### Metal 1, run 1

Bar = 50 um. Supply wires on this layer in gray.
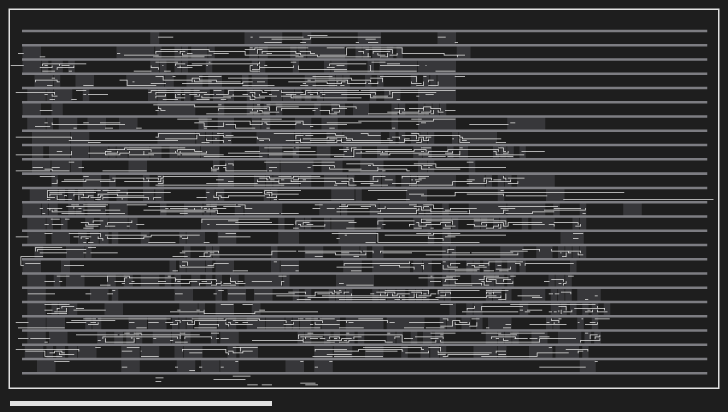
### Routing congestion, run 1

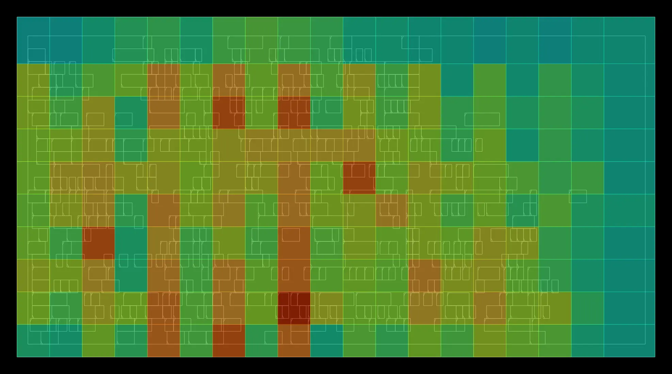
### Drive-strength map, run 1

Bar = 50 um.
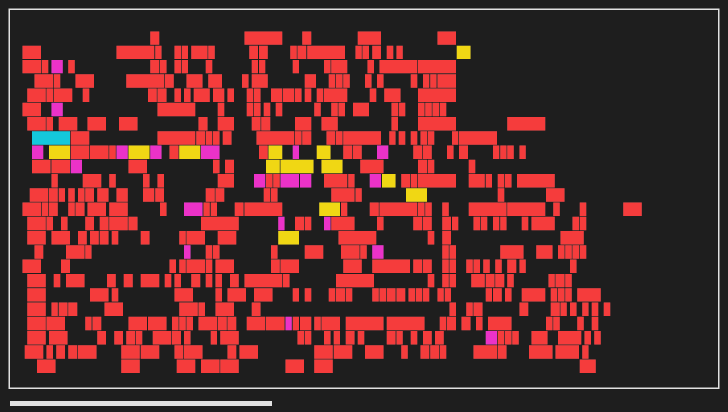
<file path="src/rtl/usb_arb_pkg.sv">
// Shared state encoding and round-robin pick helper for the USB endpoint arbiters.
package usb_arb_pkg;

    localparam int MAX_EPS = 16;

    typedef enum logic [1:0] {
        IDLE  = 2'd0,
        GRANT = 2'd1,
        GAP   = 2'd2
    } arb_state_t;

    typedef struct packed {
        logic       found;
        logic [3:0] idx;
    } pick_t;

    // First eligible client at or after ptr, wrapping modulo n (ptr < n assumed).
    // Walking k downwards lets the smallest rotation distance win last.
    function automatic pick_t rr_pick(input logic [MAX_EPS-1:0] eligible,
                                      input logic [3:0]         ptr,
                                      input logic [4:0]         n);
        pick_t      r;
        logic [4:0] c;
        r = '0;
        for (int k = MAX_EPS - 1; k >= 0; k--) begin
            c = {1'b0, ptr} + 5'(k);
            if (c >= n) c = c - n;
            if ((5'(k) < n) && eligible[c[3:0]]) begin
                r.found = 1'b1;
                r.idx   = c[3:0];
            end
        end
        return r;
    endfunction

endpackage

</file>
<file path="src/rtl/usb_rr_picker.sv">
// Combinational priority rotator: picks the first eligible client at or after ptr.
module usb_rr_picker
    import usb_arb_pkg::*;
#(
    parameter int NUM_IN_EPS = 4
) (
    input  logic [NUM_IN_EPS-1:0] eligible,
    input  logic [3:0]            ptr,
    output logic                  found,
    output logic [3:0]            idx
);

    pick_t pick;

    always_comb begin
        pick  = rr_pick(MAX_EPS'(eligible), ptr, 5'(NUM_IN_EPS));
        found = pick.found;
        idx   = pick.idx;
    end

endmodule

</file>
<file path="src/rtl/usb_in_ep_rr_arb.sv">
// Round-robin arbiter sharing the usb_fs_pe IN interface among NUM_IN_EPS endpoints,
// with a hold watchdog. Define IN_ARB_EP0_PRIORITY_EN to give client 0 absolute priority.
module usb_in_ep_rr_arb
    import usb_arb_pkg::*;
#(
    parameter int NUM_IN_EPS = 4,
    parameter int MAX_HOLD   = 4096,
    parameter int HOLD_W     = 13
) (
    input  logic                    clk,
    input  logic                    reset,
    input  logic [NUM_IN_EPS-1:0]   in_ep_req,
    output logic [NUM_IN_EPS-1:0]   in_ep_grant,
    input  logic [NUM_IN_EPS-1:0]   in_ep_data_put,
    input  logic [8*NUM_IN_EPS-1:0] in_ep_data,
    input  logic [NUM_IN_EPS-1:0]   in_ep_data_done,
    input  logic [NUM_IN_EPS-1:0]   in_ep_stall,
    output logic [NUM_IN_EPS-1:0]   in_ep_acked,
    output logic                    pe_data_put,
    output logic [7:0]              pe_data,
    output logic                    pe_data_done,
    output logic                    pe_stall,
    input  logic                    pe_acked,
    output logic [3:0]              grant_idx,
    output logic                    grant_valid,
    output logic [NUM_IN_EPS-1:0]   revoked,
    output arb_state_t              dbg_state
);

    localparam logic [HOLD_W-1:0] HOLD_LIMIT = HOLD_W'(MAX_HOLD);
    localparam logic [3:0]        LAST_IDX   = 4'(NUM_IN_EPS - 1);

    arb_state_t            state, state_nxt;
    logic [3:0]            grant_idx_nxt, rr_ptr, rr_ptr_nxt, ptr_after_owner;
    logic [HOLD_W-1:0]     hold_cnt, hold_cnt_nxt;
    logic [NUM_IN_EPS-1:0] revoked_nxt, eligible, grant_oh;
    logic                  pick_found, owner_req, owner_busy, advance_ptr;
    logic [3:0]            pick_idx;

    assign eligible    = in_ep_req & ~revoked;
    assign grant_valid = (state == GRANT);
    assign dbg_state   = state;
    assign in_ep_grant = grant_oh;

    usb_rr_picker #(.NUM_IN_EPS(NUM_IN_EPS)) u_picker (
        .eligible (eligible),
        .ptr      (rr_ptr),
        .found    (pick_found),
        .idx      (pick_idx)
    );

    // The PE side follows the registered grant, so a done on the release cycle still passes.
    always_comb begin
        grant_oh     = '0;
        in_ep_acked  = '0;
        pe_data_put  = 1'b0;
        pe_data      = '0;
        pe_data_done = 1'b0;
        pe_stall     = 1'b0;
        for (int i = 0; i < NUM_IN_EPS; i++) begin
            if (grant_valid && (grant_idx == 4'(i))) begin
                grant_oh[i]    = 1'b1;
                in_ep_acked[i] = pe_acked;
                pe_data_put    = in_ep_data_put[i];
                pe_data        = in_ep_data[8*i +: 8];
                pe_data_done   = in_ep_data_done[i];
                pe_stall       = in_ep_stall[i];
            end
        end
    end

    assign owner_req       = |(in_ep_req & grant_oh);
    assign owner_busy      = pe_data_put | pe_data_done | pe_stall | pe_acked;
    assign ptr_after_owner = (grant_idx == LAST_IDX) ? 4'd0 : grant_idx + 4'd1;

`ifdef IN_ARB_EP0_PRIORITY_EN
    // EP0 grants leave the pointer alone so the other clients keep their rotation.
    assign advance_ptr = (grant_idx != 4'd0);
`else
    assign advance_ptr = 1'b1;
`endif

    always_comb begin
        state_nxt     = state;
        grant_idx_nxt = grant_idx;
        rr_ptr_nxt    = rr_ptr;
        hold_cnt_nxt  = hold_cnt;
        revoked_nxt   = revoked & in_ep_req;
        case (state)
            IDLE: begin
                if (pick_found) begin
                    state_nxt     = GRANT;
                    hold_cnt_nxt  = '0;
                    grant_idx_nxt = pick_idx;
`ifdef IN_ARB_EP0_PRIORITY_EN
                    if (eligible[0]) grant_idx_nxt = 4'd0;
`endif
                end
            end
            GRANT: begin
                // Release outranks the watchdog when both happen on one cycle.
                if (!owner_req) begin
                    state_nxt = GAP;
                    if (advance_ptr) rr_ptr_nxt = ptr_after_owner;
                end else if (owner_busy) begin
                    hold_cnt_nxt = '0;
                end else if (hold_cnt >= HOLD_LIMIT) begin
                    state_nxt   = GAP;
                    revoked_nxt = revoked_nxt | grant_oh;
                    if (advance_ptr) rr_ptr_nxt = ptr_after_owner;
                end else begin
                    hold_cnt_nxt = hold_cnt + 1'b1;
                end
            end
            GAP:     state_nxt = IDLE;
            default: state_nxt = IDLE;
        endcase
    end

    always_ff @(posedge clk) begin
        if (reset) begin
            state     <= IDLE;
            grant_idx <= '0;
            rr_ptr    <= '0;
            hold_cnt  <= '0;
            revoked   <= '0;
        end else begin
            state     <= state_nxt;
            grant_idx <= grant_idx_nxt;
            rr_ptr    <= rr_ptr_nxt;
            hold_cnt  <= hold_cnt_nxt;
            revoked   <= revoked_nxt;
        end
    end

endmodule

</file>
<file path="config.mk">
export PLATFORM = sky130hd
export DESIGN_NAME = usb_in_ep_rr_arb
export DESIGN_NICKNAME = d
export VERILOG_FILES = /design/src/rtl/usb_arb_pkg.sv /design/src/rtl/usb_rr_picker.sv /design/src/rtl/usb_in_ep_rr_arb.sv
export SDC_FILE = /design/constraint.sdc
export NUM_CORES = 1
export LEC_CHECK = 0
export ABC_AREA = 1
export CORE_AREA = 2 2 133 70
export CTS_BUF_LIST = sky130_fd_sc_hd__clkbuf_4
export DETAILED_ROUTE_END_ITERATION = 6
export DIE_AREA = 0 0 135 72
export GPL_ROUTABILITY_DRIVEN = 1
export PLACE_DENSITY = 0.56
export SLEW_MARGIN = 10
export SYNTH_ARGS = -nofsm -noshare
export SYNTH_HDL_FRONTEND = slang
export SYNTH_SLANG_ARGS = --single-unit
</file>
<file path="constraint.sdc">
create_clock -name clk -period 4.1 [get_ports clk]
set_input_delay 0.82 -clock clk [delete_from_list [all_inputs] [get_ports clk]]
set_output_delay 0.82 -clock clk [all_outputs]
set_load 0.02 [all_outputs]
</file>
==> out/summary.log, run 1 <==
INFO  place          postPlaceCellArea=0.003383mm2
INFO  synth          fa_ha_area_share=7.925%
INFO  final_layout   share_of_the_final_layout_cell_area_in_multi_input_gates=50.59%
INFO  critical_path  crit_path_start=grant_idx[0]
INFO  clock_network  cts_htree_levels=1
INFO  critical_path  path_cells=ha_1 -> nand3_2 -> inv_2 -> nand2_1 -> nand3_1 -> o21ai_0 -> o21ai_0 -> clkdlybuf4s50_1
INFO  drt            avgViaCountPerCell=4.480
INFO  synth          ys.flops=27
INFO  synth          async_set_reset_flop_share_out_of_synthesis=0%
INFO  final_layout   finish.cell_count_without_fillers=602
INFO  final_layout   clockBufferCount=3
INFO  critical_path  sort_of_element_at_the_end_of_the_critical_path=output port
INFO  critical_path  setup.worst_path.end=pe_data[4]
INFO  synth          seq_area_frac_synth=21.40%
INFO  timing         hold_viol_final=0
INFO  hold_path      worstHoldStart=revoked[0]
INFO  timing         fmax=275.7MHz
INFO  die            die_height=72um
INFO  critical_path  timing.critical_path.mode_cell=sky130_fd_sc_hd__o21ai_0
INFO  die            taps=117
INFO  final_layout   fin_nets=553
INFO  final_layout   fillCellCount=940
INFO  final_layout   final_layout_size_suffix_gt1_share=7.010%
INFO  clock_network  clkSlewWorstSetupHoldPaths=0.16ns
INFO  critical_path  cp_num_buf_inv=2
INFO  synth          count_of_library_flops_with_an_enable_pin=0
INFO  critical_path  critical_path.max_fanout=11
INFO  clock_network  tritoncts=built
INFO  clock_network  clock_tree.root_cell=sky130_fd_sc_hd__clkbuf_4
INFO  timing         timing.setup.tns=0ns
INFO  global_routing grt_overflow=0
INFO  place          dpl_worst_slack=0.8373ns
INFO  final_layout   clock_tree_area_fraction=0.8798%
INFO  final_layout   final_core_util=40.02%
INFO  status         outcome=completed
INFO  synth          synth.comb.largest_family=simple AND/OR/NAND/NOR gates
INFO  synth          synthesis.instances=415
INFO  synth          postSynthNetCount=482
INFO  synth          synthFlopType=sky130_fd_sc_hd__dfxtp_1
INFO  final_layout   largest-register=hold_cnt
INFO  hold_path      whs_path_depth=2
INFO  drt            drt_first_pass_iters=5
Notes on 'Metal 1' above:
The wires run mostly horizontal. The layer carries 3770 um of wire. The longest straight run is 32.2 um.

Notes on 'Routing congestion' above:
met2 track utilization from global routing: 25.61%
routed wirelength normalized by instance count: 12.32 um
global routing usage on met3: 3.005%
met1 track demand over resource: 22.00%

Notes on 'Drive-strength map' above:
Key: yellow = _3 and _4 cells [cells 13, share 2.7%, most used nor2_4]; cyan = _6 and larger [cells 1, share 0.21%, most used nor2_8]; red = _0 and _1 cells [cells 451, share 93%, most used nand2_1]; magenta = _2 cells [cells 20, share 4.1%, most used nand2_2]

==> run 2: changes to the inputs <==
--- a/config.mk
+++ b/config.mk
@@ -6,13 +6,14 @@
 export NUM_CORES = 1
 export LEC_CHECK = 0
 export ABC_AREA = 1
-export CORE_AREA = 2 2 133 70
+export CORE_AREA = 2 2 135 71
 export CTS_BUF_LIST = sky130_fd_sc_hd__clkbuf_4
 export DETAILED_ROUTE_END_ITERATION = 6
-export DIE_AREA = 0 0 135 72
+export DIE_AREA = 0 0 137 73
 export GPL_ROUTABILITY_DRIVEN = 1
 export PLACE_DENSITY = 0.56
-export SLEW_MARGIN = 10
+export SLEW_MARGIN = 5
 export SYNTH_ARGS = -nofsm -noshare
 export SYNTH_HDL_FRONTEND = slang
+export SYNTH_HIERARCHICAL = 1
 export SYNTH_SLANG_ARGS = --single-unit
==> run 2 against run 1 <==
Critical path depth is 3 higher. Clock-buffer cell count unchanged. First-iteration DRC count rose by 88%. Power is 5.4% higher. Die area grew 2.9%. Design area grew 2.9%. Hold slack gained 0.0040 ns. Largest power group unchanged. Register-to-register slack lost 0.21 ns. Via count up 5.2%. Setup slack got worse by 0.13 ns.
==> out/summary.log, run 2 <==
INFO  drt            dr_wl_met2=2.865mm [was 3.188 mm]
INFO  global_routing grtUsageMet2=21.50% [was 25.61%]
INFO  global_routing grt_overflow=0 [unchanged]
INFO  clock_network  tritoncts=built [unchanged]
INFO  place          dpl_worst_slack=0.6899ns [was 0.8373 ns]
INFO  status         outcome=completed [unchanged]
INFO  synth          synth-cells-yosys=433 [was 415]
INFO  synth          ys.flops=27 [unchanged]
INFO  final_layout   layout.cells.most_common=sky130_fd_sc_hd__nand2_1 [unchanged]
INFO  drt            drcViolationCount=0 [unchanged]
INFO  timing         final.setup_skew=0.007772ns [was 0.001699 ns]
INFO  drt            drt_first_pass_iters=5 [unchanged]
INFO  synth          yosys.cell_types.count=33 [was 29]
INFO  synth          simple_gate_share=41.53% [was 46.81%]
INFO  final_layout   fillCellCount=984 [was 940]
INFO  synth          top_cell=sky130_fd_sc_hd__nand2_1 [unchanged]
INFO  place          port-buffer-count=80 [unchanged]
INFO  synth          netlist_top_cells_area=sky130_fd_sc_hd__dfxtp_1 (21%), sky130_fd_sc_hd__nand2_1 (15%), sky130_fd_sc_hd__nand3_1 (9.8%) [was sky130_fd_sc_hd__dfxtp_1 (21%), sky130_fd_sc_hd__nand2_1 (18%), sky130_fd_sc_hd__nand3_1 (8.7%)]
INFO  synth          count_of_library_flops_with_an_enable_pin=0 [unchanged]
INFO  drt            vias=2838 [was 2697]
INFO  timing         transition_time_at_the_pin_with_the_least_slew_margin=0.5935ns [was 0.5520 ns]
INFO  die            initial_core_util=28.79% [was 29.62%]
INFO  run            cap_viol_max_count=0 [unchanged]
INFO  timing         final.period_utilization=91.67% [was 88.48%]
INFO  critical_path  critical_path.max_fanout=11 [unchanged]
INFO  die            die_height=73um [was 72 um]
INFO  power_and_ir_drop power.net_switching=1077uW [was 1003 uW]
INFO  critical_path  timing.critical_path.slowest_stage_cell=sky130_fd_sc_hd__clkdlybuf4s50_1 [unchanged]
INFO  critical_path  cpLargestDelayFamily=buffers and inverters [unchanged]
INFO  synth          synth.comb.largest_family=simple AND/OR/NAND/NOR gates [unchanged]
INFO  critical_path  cp_num_buf_inv=4 [was 2]
INFO  synth          synthFlopType=sky130_fd_sc_hd__dfxtp_1 [unchanged]
INFO  hold_path      worstHoldEndpoint=revoked[3] [was revoked[0]]
INFO  final_layout   share_of_the_final_layout_cell_area_in_multi_input_gates=48.75% [was 50.59%]
INFO  synth          fa_ha_area_share=8.683% [was 7.925%]
INFO  final_layout   final_layout_size_suffix_gt1_share=6.733% [was 7.010%]
INFO  clock_network  clock_tree.root_cell=sky130_fd_sc_hd__clkbuf_4 [unchanged]
INFO  final_layout   largest-register=hold_cnt [unchanged]
INFO  timing         timing.setup.tns=0ns [unchanged]
INFO  global_routing gr-max-usage-layer=met1 [was met2]
INFO  timing         holdWs=0.5000ns [was 0.4961 ns]
INFO  global_routing use_met1=27.15% [was 22.00%]
INFO  hold_path      worstHoldStart=revoked[3] [was revoked[0]]
INFO  final_layout   fin_nets=575 [was 553]
INFO  synth          seq_area_frac_synth=20.84% [was 21.40%]
INFO  global_routing global_route.usage.met3=2.639% [was 3.005%]
INFO  clock_network  cts_htree_levels=1 [unchanged]
INFO  synth          yosysTopAreaCell=sky130_fd_sc_hd__dfxtp_1 [unchanged]
INFO  critical_path  setup.worst_path.end=pe_data[5] [was pe_data[4]]
INFO  die            taps=121 [was 117]
INFO  drt            wire_per_inst=12.60um [was 12.32 um]
INFO  final_layout   final_core_util=38.97% [was 40.02%]
INFO  final_layout   clockBufferCount=3 [unchanged]
INFO  die            dieArea=0.01000mm2 [was 0.009720 mm2]
INFO  hold_path      whs_path_depth=2 [unchanged]
INFO  power_and_ir_drop power.share.clock=7.2% [was 6.9%]
INFO  final_layout   sequential_share_of_cell_area=15.40% [was 15.84%]
INFO  clock_network  clkSlewWorstSetupHoldPaths=0.18ns [was 0.16 ns]
INFO  critical_path  path_cells=inv_1 -> ha_1 -> inv_1 -> nor2_1 -> nand2_2 -> clkinvlp_4 -> nand2_1 -> nand3_1 -> o21ai_0 -> o21ai_0 -> clkdlybuf4s50_1 [was ha_1 -> nand3_2 -> inv_2 -> nand2_1 -> nand3_1 -> o21ai_0 -> o21ai_0 -> clkdlybuf4s50_1]
INFO  critical_path  critPathLaunchType=register [unchanged]
INFO  synth          post_synthesis_chip_area_from_yosys=0.002594mm2 [was 0.002526 mm2]
INFO  clock_network  clk-insertion-delay-late=0.36ns [was 0.34 ns]
INFO  final_layout   seq_area=540.5um2 [unchanged]
INFO  place          postPlaceCellArea=0.003468mm2 [was 0.003383 mm2]
INFO  critical_path  sort_of_element_at_the_end_of_the_critical_path=output port [unchanged]
INFO  final_layout   finish.cell_count_without_fillers=626 [was 602]
INFO  clock_network  post_cts_resize_count=0 [unchanged]
INFO  timing         hold_viol_final=0 [unchanged]
INFO  drt            avgViaCountPerCell=4.534 [was 4.480]
INFO  timing         fmax=266.1MHz [was 275.7 MHz]
INFO  critical_path  crit_path_start=grant_idx[1] [was grant_idx[0]]
INFO  power_and_ir_drop powerClk=140uW [was 127 uW]
INFO  synth          async_set_reset_flop_share_out_of_synthesis=0% [unchanged]
INFO  final_layout   clock_tree_area_fraction=0.8909% [was 0.8798%]
INFO  synth          synthesis.instances=433 [was 415]
INFO  critical_path  reg2reg_from=rr_ptr[1] [unchanged]
### Metal 1, run 2

Bar = 50 um. Supply wires on this layer in gray.
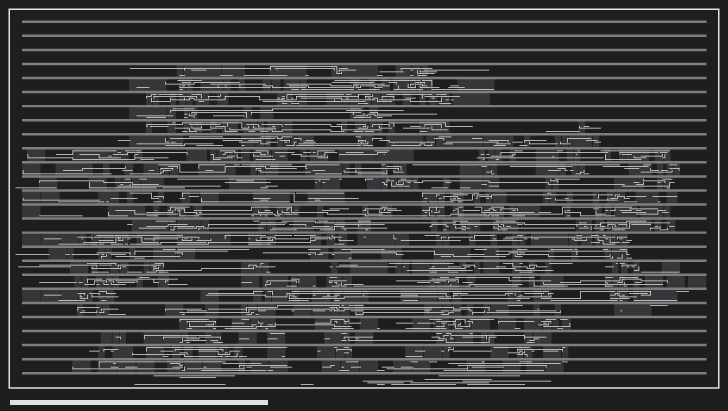
517 nets have wire on it. The layer holds 58% of the routed length. The longest straight run is 49.7 um. The wires run mostly horizontal. The layer carries 4570 um of wire.

### Zoomed window, run 2

Bar = 10 um. Region (48, 2) to (88, 42) um. Cells in gray, sequential cells in the stronger gray; small squares are vias.
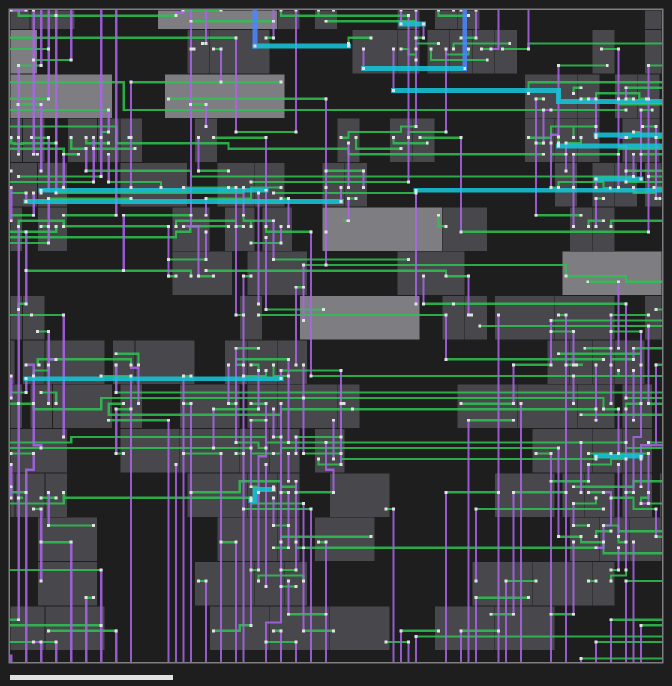
Key: purple = metal 2; blue = metal 4; green = metal 1; cyan = metal 3
Netlist names of flops here include dbg_state (2), rr_ptr (2). Most frequent: clkdlybuf4s50_1 (33), nand2_1 (23). 121 logic cells have their middle in the window. Sequential cells in the window: 5.

No activity file was given, so power comes from the tool's default toggle rates.
